## src/rtl/seq_step_counter.sv

```systemverilog
// Programmable up/down step sequencer with start/busy/done handshake.
// Optional prescaler: define SEQ_STEP_COUNTER_PRESCALE_EN.
module seq_step_counter #(
  parameter int WIDTH    = 8,
  parameter int PRESCALE = 4
) (
  input  logic             clk,
  input  logic             reset,
  input  logic             start,
  input  logic             clear,
  input  logic             enable,
  input  logic [WIDTH-1:0] max_count,
  input  logic             dir,
  input  logic             mode,
  output logic [WIDTH-1:0] count,
  output logic             busy,
  output logic             last,
  output logic             done
);

  typedef enum logic {
    IDLE = 1'b0,
    RUN  = 1'b1
  } state_t;

  state_t           state;
  state_t           state_n;
  logic [WIDTH-1:0] count_n;
  logic             busy_n;
  logic             done_n;
  logic [WIDTH-1:0] max_q;
  logic [WIDTH-1:0] max_n;
  logic             dir_q;
  logic             dir_n;
  logic             mode_q;
  logic             mode_n;

  logic [WIDTH-1:0] term;
  logic [WIDTH-1:0] init;
  logic [WIDTH-1:0] load;
  logic             at_term;
  logic             pre_top;
  logic             step;

  // Terminal and reload ends follow the latched direction.
  assign term    = dir_q ? '0 : max_q;
  assign init    = dir_q ? max_q : '0;
  assign load    = dir ? max_count : '0;
  assign at_term = (count == term);

`ifdef SEQ_STEP_COUNTER_PRESCALE_EN
  localparam int PW = (PRESCALE > 1) ? $clog2(PRESCALE) : 1;
  localparam logic [PW-1:0] PMAX = PW'(PRESCALE - 1);

  logic [PW-1:0] pre;
  logic [PW-1:0] pre_n;

  assign pre_top = (pre == PMAX);
  assign step    = enable & pre_top;

  // Prescaler counts enabled RUN cycles; cleared on start/clear.
  always_comb begin
    pre_n = pre;
    unique case (1'b1)
      clear: pre_n = '0;
      (!clear && state == IDLE): begin
        if (start) pre_n = '0;
      end
      (!clear && state == RUN): begin
        if (enable) pre_n = pre_top ? '0 : pre + PW'(1);
      end
      default: pre_n = pre;
    endcase
  end

  // Prescaler register.
  always_ff @(posedge clk or posedge reset) begin
    if (reset) pre <= '0;
    else       pre <= pre_n;
  end
`else
  assign pre_top = 1'b1;
  assign step    = enable;
`endif

  // last is only meaningful in RUN.
  assign last = busy & at_term & pre_top;

  // Next-state, count and handshake decode.
  always_comb begin
    state_n = state;
    count_n = count;
    busy_n  = busy;
    done_n  = 1'b0;
    max_n   = max_q;
    dir_n   = dir_q;
    mode_n  = mode_q;
    unique case (1'b1)
      clear: begin
        state_n = IDLE;
        count_n = '0;
        busy_n  = 1'b0;
      end
      (!clear && state == IDLE): begin
        if (start) begin
          max_n   = max_count;
          dir_n   = dir;
          mode_n  = mode;
          count_n = load;
          busy_n  = 1'b1;
          state_n = RUN;
        end
      end
      (!clear && state == RUN): begin
        if (step) begin
          if (at_term) begin
            done_n = 1'b1;
            if (mode_q) begin
              count_n = init;
            end else begin
              busy_n  = 1'b0;
              state_n = IDLE;
            end
          end else if (dir_q) begin
            count_n = count - WIDTH'(1);
          end else begin
            count_n = count + WIDTH'(1);
          end
        end
      end
      default: state_n = state;
    endcase
  end

  // State and output registers.
  always_ff @(posedge clk or posedge reset) begin
    if (reset) begin
      state  <= IDLE;
      count  <= '0;
      busy   <= 1'b0;
      done   <= 1'b0;
      max_q  <= '0;
      dir_q  <= 1'b0;
      mode_q <= 1'b0;
    end else begin
      state  <= state_n;
      count  <= count_n;
      busy   <= busy_n;
      done   <= done_n;
      max_q  <= max_n;
      dir_q  <= dir_n;
      mode_q <= mode_n;
    end
  end

endmodule

```

## config.mk

```make
export PLATFORM = sky130hd
export DESIGN_NAME = seq_step_counter
export DESIGN_NICKNAME = d
export VERILOG_FILES = /design/src/rtl/seq_step_counter.sv
export SDC_FILE = /design/constraint.sdc
export NUM_CORES = 1
export LEC_CHECK = 0
export CORE_UTILIZATION = 43
export CTS_CLUSTER_SIZE = 12
export DETAILED_ROUTE_END_ITERATION = 7
export PLACE_DENSITY = 0.67
export REMOVE_ABC_BUFFERS = 1
export SYNTH_ARGS = -nofsm -noshare
export SYNTH_HDL_FRONTEND = slang
export SYNTH_SLANG_ARGS = --single-unit
```

## constraint.sdc

```tcl
create_clock -name clk -period 2.8 [get_ports clk]
set_clock_uncertainty 0.15 [all_clocks]
set_input_delay 0.28 -clock clk [delete_from_list [all_inputs] [get_ports clk]]
set_output_delay 0.28 -clock clk [all_outputs]
set_load 0.02 [all_outputs]
```

**Run 1: placement by cell class**

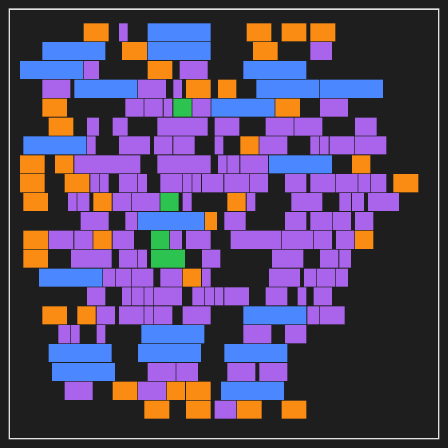
legend:
  orange:
    class: other buffers and delay cells
    cells: 37
    share_of_their_area: 18%
  green:
    class: clock drivers and dummy loads
    cells: 4
    share_of_their_area: 1.9%
  blue:
    class: flip-flops
    cells: 20
    share_of_their_area: 27%
  purple:
    class: all other logic
    cells: 122
    share_of_their_area: 53%
final instance area: 1920 sq um
sequential cell area share: 26.1%
num rows: 21

**Run 1: track usage over the die**

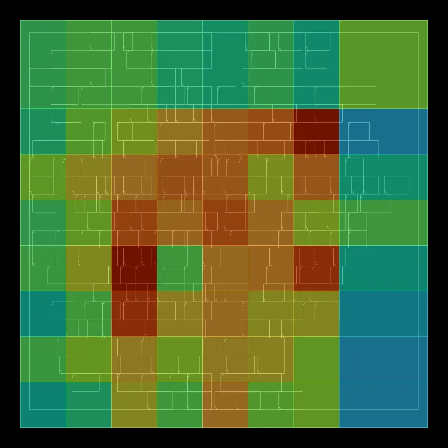
wire per inst: 16.4 um
GR Layer Usage met2: 36.4%
global-route met3 utilization: 2.31%
met1 global-route usage: 30.0%
GRT Overall Usage: 21.9%

==> CHANGELOG.md, run 1 <==
### Metrics

- Status: finished, final reports clean
- Area grow syn2layout: 25.3%
- # IOs: 26
- Synth mux share: 14.2%
- CTS Buffer Depth: 2
- Maximum capacitance violations: 0
- R2R cell count: 7
- First-pass iteration count of the detailed router: 4
- Period minus WS final: 2.71 ns
- Final Util: 57.1%
- Post-synth top cells: dfrtp_1 (20), mux2_2 (14), nor2_1 (12)
- Synth Register Bits: 20
- Antenna Cells: 0
- Clk_lat worst skew: 0.29 ns
- Worst setup SP type: flip-flop
- Worst Path Arrival: 2.28 ns
- DR WL met3: 120 um
- Combinational Power Share: 51.1%
- Number of cells after detailed placement: 223
- CTS buffer count: 3
- Count leader, synth: dfrtp_1
- Crit-path max FO: 7
- Top area cell types: dfrtp_1 (33%), mux2_2 (10%), ha_1 (4.9%)
- Reg clk slew, reported paths: 0.11 ns
- Top cell excl fill/tap: clkdlybuf4s50_1
- Critical path, cell by cell: clkbuf_2, or4_1, a32o_2, nor2_4, and2_2, clkdlybuf4s15_1
- Synth cell types: 45
- Htree depth: 1
- Root buffer cell: clkbuf_4
- Adders+Majority by Area: 6.21%
- Met2 wire len: 1.95 mm
- Metal-1 WL: 1.67 mm
- Buf/Inv on CP: 2
- Synth Area in Simple Gates: 16.5%
- Core area: 3360 sq um
- Crit path from: dir_q
- CTS tree: built
- Post-Layout Cell Count: 229
- Part of the cycle the worst path needs: 96.9%
- Synth Seq Share: 32.7%
- Switch share: 39.7%
- # Cells Yosys: 148
- Yosys warns: 0
- Total negative slack: 0 ns
- Die Size: 3800 sq um
- Worst-margin pin slew: 0.814 ns
- Post-CTS Hold Fix Bufs: 0
- Async S/R FF share, synth: 100%
- Routed vias/inst: 5.60
- FMAX: 368 MHz
- IO buf count: 25
- XOR Share, Synth: 5.72%
- P_int: 0.747 mW
- Pwr dens: 646 nW/um^2
- Setup violators final: 0
- Nets: 206
- Slew Viols, Final: 0
- Power, Total: 1.24 mW
- CTS sink count: 20
- Netlist Area Pre-Place: 1530 sq um
- Pre-Place Util: 45.5%
- Dpl ws: 0.117 ns
- Wirelength, routed: 3.75 mm
- Final setup margin: 0.0862 ns
- Commonest flop: dfrtp_1
- RSZ-0062 raised after global routing: no
- Syn_area_per_cell: 10.3 sq um
- Flip-flops with a built-in enable: 0
- Yosys chip area: 1530 sq um
- Top cells excl fill/tap: clkdlybuf4s50_1 (24), dfrtp_1 (19), mux2_2 (14)
- Antenna Nets Post-Route: 0
- Max-area cell share: 32.7%
- GR peak layer: met2
- DR vias: 1283
- Max incr delay on CP: 0.48 ns
- Post-Syn Instances: 148
- Sequential power: 0.440 mW
- FF-to-FF Start: dir_q
- Hpwl dp: 2.84 mm
- Layout cell share with drive strength beyond 1: 23.0%
- Synth area leader: dfrtp_1
- Crit. path cell count: 6
- GP Congestion: 0.858
- Kind of critical path: flip-flop to output pin
- Tool Warnings: 25
- Combinational power: 0.634 mW
**Run 1: wires at chosen ports, followed through buffers**

Bar = 20 um.
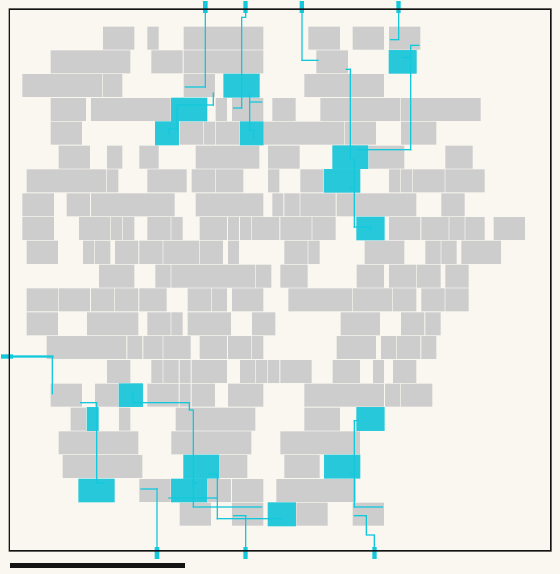
legend:
  cyan:
    port: max_count
    direction: input
    edge: 4 top, 3 bottom, 1 left
    end_cells: 16
    buffers: 8
    wire: 194 um

**Run 1: cell sizes after repair**

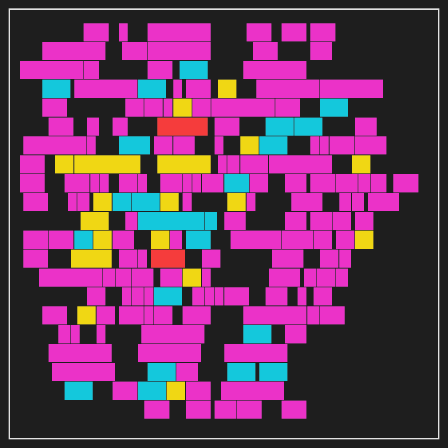
legend:
  cyan:
    size: drive 2
    cells: 22
    share: 12%
  magenta:
    size: drive 1 or less
    cells: 141
    share: 77%
  red:
    size: drive 6 and up
    cells: 2
    share: 1.1%
  yellow:
    size: drive 3 to 4
    cells: 18
    share: 9.8%

run 1: layout make-up:
cell class	instances	area [sq um]
Timing Repair Buffer	37	338
Clock buffer	4	36.3
Tap cell	46	57.6
Multi-Input combinational cell	119	975
Inverter	3	11.3
Fill cell	312	1440
Sequential cell	20	502
run 1: registers in the layout (all words and copies together) (netlist names):
signal,flops
max_q,8
done,1
mode_q,1
count,8
state,1
dir_q,1
run 1: what timing repair did:
item | in CTS | in global routing
endpoints found under the setup margin | 1 | 1
gates resized | 2 | 1
setup buffers | 0 | 2
run 1: worst reg2reg max path: cells and delay by family, from the launching register on:
family	cells	cell delay [ns]
AOI/OAI and AO/OA	3	0.84
and+or+nand+nor	2	0.63
DFF	1	0.48
muxes	1	0.35
buffers and inverters	1	0.17
**Run 1: cell area per tile**

The die is cut into 6 by 6 equal tiles; black is low, pale yellow is high, 0 to 100% covered.
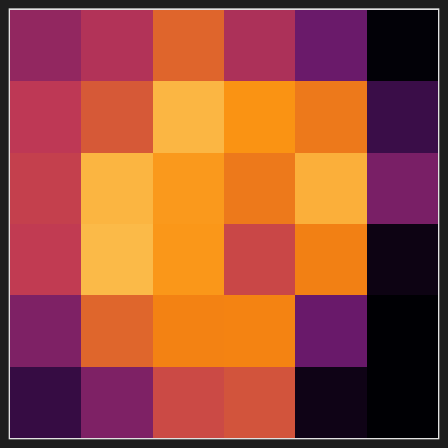

==> run 2: changes to the inputs <==
--- a/config.mk
+++ b/config.mk
@@ -5,11 +5,13 @@
 export SDC_FILE = /design/constraint.sdc
 export NUM_CORES = 1
 export LEC_CHECK = 0
+export CORE_MARGIN = 2
 export CORE_UTILIZATION = 43
 export CTS_CLUSTER_SIZE = 12
 export DETAILED_ROUTE_END_ITERATION = 7
 export PLACE_DENSITY = 0.67
 export REMOVE_ABC_BUFFERS = 1
+export SKIP_LAST_GASP = 1
 export SYNTH_ARGS = -nofsm -noshare
 export SYNTH_HDL_FRONTEND = slang
 export SYNTH_SLANG_ARGS = --single-unit
**Run 2: cell area per tile**

The die is cut into 6 by 6 equal tiles; black is low, pale yellow is high, 0 to 100% covered.
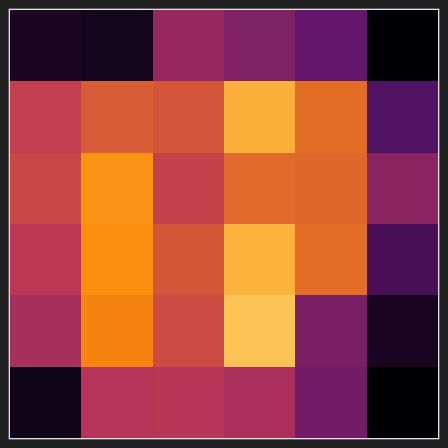
fullest tile: 87%
emptiest ninth of the die: bottom right
mean over tiles: 46%
tiles over 75% full: 14%

**Run 2: placement by cell class**

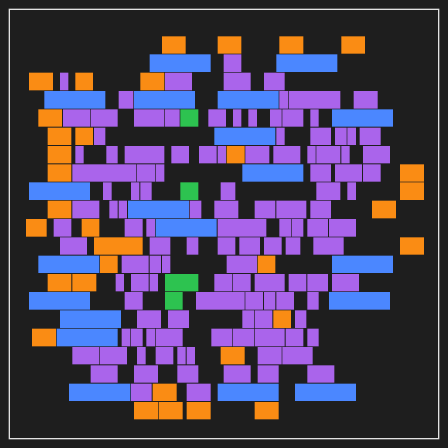
legend:
  blue:
    class: flip-flops
    cells: 20
    share_of_their_area: 27%
  purple:
    class: all other logic
    cells: 122
    share_of_their_area: 53%
  orange:
    class: other buffers and delay cells
    cells: 33
    share_of_their_area: 17%
  green:
    class: clock drivers and dummy loads
    cells: 4
    share_of_their_area: 2.0%

==> run 2 against run 1 <==
Net effect: synthesized cell count is the same; count of clock-buffer cells in the layout is the same; register-to-register slack gained 0.10 ns; hold slack lost 0.019 ns; core utilization shrank 0.96 points; largest cell class unchanged; highest routed layer unchanged.
==> CHANGELOG.md, run 2 <==
### Metrics

- Status: finished, final reports clean
- IO buf count: 25 (unchanged)
- Max incr delay on CP: 0.46 ns (-0.02 ns)
- Post-CTS Hold Fix Bufs: 0 (unchanged)
- Largest cell class: multi-input combinational cells
- Buffer share of cell area: 16.9% (-0.69 points)
- Final setup margin: 0.116 ns (+0.0295 ns)
- Area grow syn2layout: 24.2%
- Switch share: 40.0% (+0.29 points)
- Async S/R FF share, synth: 100% (unchanged)
- Global-route met3 utilization: 2.86% (+0.55 points)
- Die Size: 4060 sq um (+6.6%)
- Routed vias/inst: 5.74 (+2.5%)
- Wirelength, routed: 3.74 mm (about the same)
- GR peak layer: met2
- Count leader, synth: dfrtp_1
- Power, Total: 1.24 mW (+0.24%)
- Metal-1 WL: 1.75 mm (+4.9%)
- CTS Buffer Depth: 2 (unchanged)
- Antenna Nets Post-Route: 0 (unchanged)
- Non-clock buffers: 33 (-11%)
- Flip-flops: 20 (unchanged)
- Top cells excl fill/tap: clkdlybuf4s50_1 (24), dfrtp_1 (20), mux2_2 (14)
- Final instance area: 1900 sq um (-0.91%)
- FMAX: 373 MHz (+1.1%)
- Flop area: 500 sq um (-0.25%)
- Buf/Inv on CP: 2 (unchanged)
- CTS sink count: 20 (unchanged)
- PostCTS Resize Cnt: 1 (-1)
- Yosys chip area: 1530 sq um (unchanged)
- Num rows: 21 (unchanged)
- P_int: 0.746 mW (-0.24%)
- # IOs: 26 (unchanged)
- Logic share of the area: 51.3% (+0.47 points)
- Reg clk slew, reported paths: 0.13 ns (+0.02 ns)
- Slew Viols, Final: 0 (unchanged)
- Core area: 3390 sq um (+0.78%)
- Worst Path Arrival: 2.25 ns (-0.03 ns)
- GR Layer Usage met2: 33.8% (-2.6 points)
- Met2 wire len: 1.85 mm (-5.0%)
- DR vias: 1292 (+0.70%)
- Worst-margin pin slew: 0.808 ns (-0.00595 ns)
- Number of cells after detailed placement: 221 (-0.90%)
- Netlist Area Pre-Place: 1530 sq um (unchanged)
- Worst setup SP type: flip-flop
- Htree depth: 1 (unchanged)
- GP Congestion: 0.824 (-3.9%)
- Max-area cell share: 32.7% (unchanged)
- Commonest flop: dfrtp_1
- Combinational power: 0.631 mW (about the same)
- Critical path, cell by cell: buf_12, or4_1, a32o_2, nor2_4, and2_2, dlygate4sd2_1
- Buffer count from post-CTS setup fixing: 0 (unchanged)
- Part of the cycle the worst path needs: 95.9% (-1.1 points)
- Mi-comb count: 119 (unchanged)
- Top area cell types: dfrtp_1 (33%), mux2_2 (10%), ha_1 (4.9%)
-- run 2: cell counts after synthesis --
Identical to the previous run, type by type.
-- run 2: cells by family after synthesis --
logic type / Yosys count / share of synthesized area [%]
and+or+nand+nor: 42 / 16.5
AOI/OAI and AO/OA: 40 / 21.0
muxes: 20 / 14.2
DFF: 20 / 32.7
xor gates and xnor gates: 10 / 5.72
buffers and inverters: 9 / 3.68
adders and majority gates: 7 / 6.21
-- run 2: path summary, 6_finish.rpt --
| path | cells after the start | to | from |
|---|---|---|---|
| max in group asynchronous | 2 | max_q[3] | reset |
| hold / removal | 2 | mode_q | reset |
| min in group clk | 2 | mode_q | mode |
| setup / recovery | 6 | last | dir_q |
| setup reg to reg | 7 | count[4] | dir_q |
| hold reg to reg | 1 | mode_q | mode_q |
Power figures rest on the tool's default switching activity, not on a simulated workload.
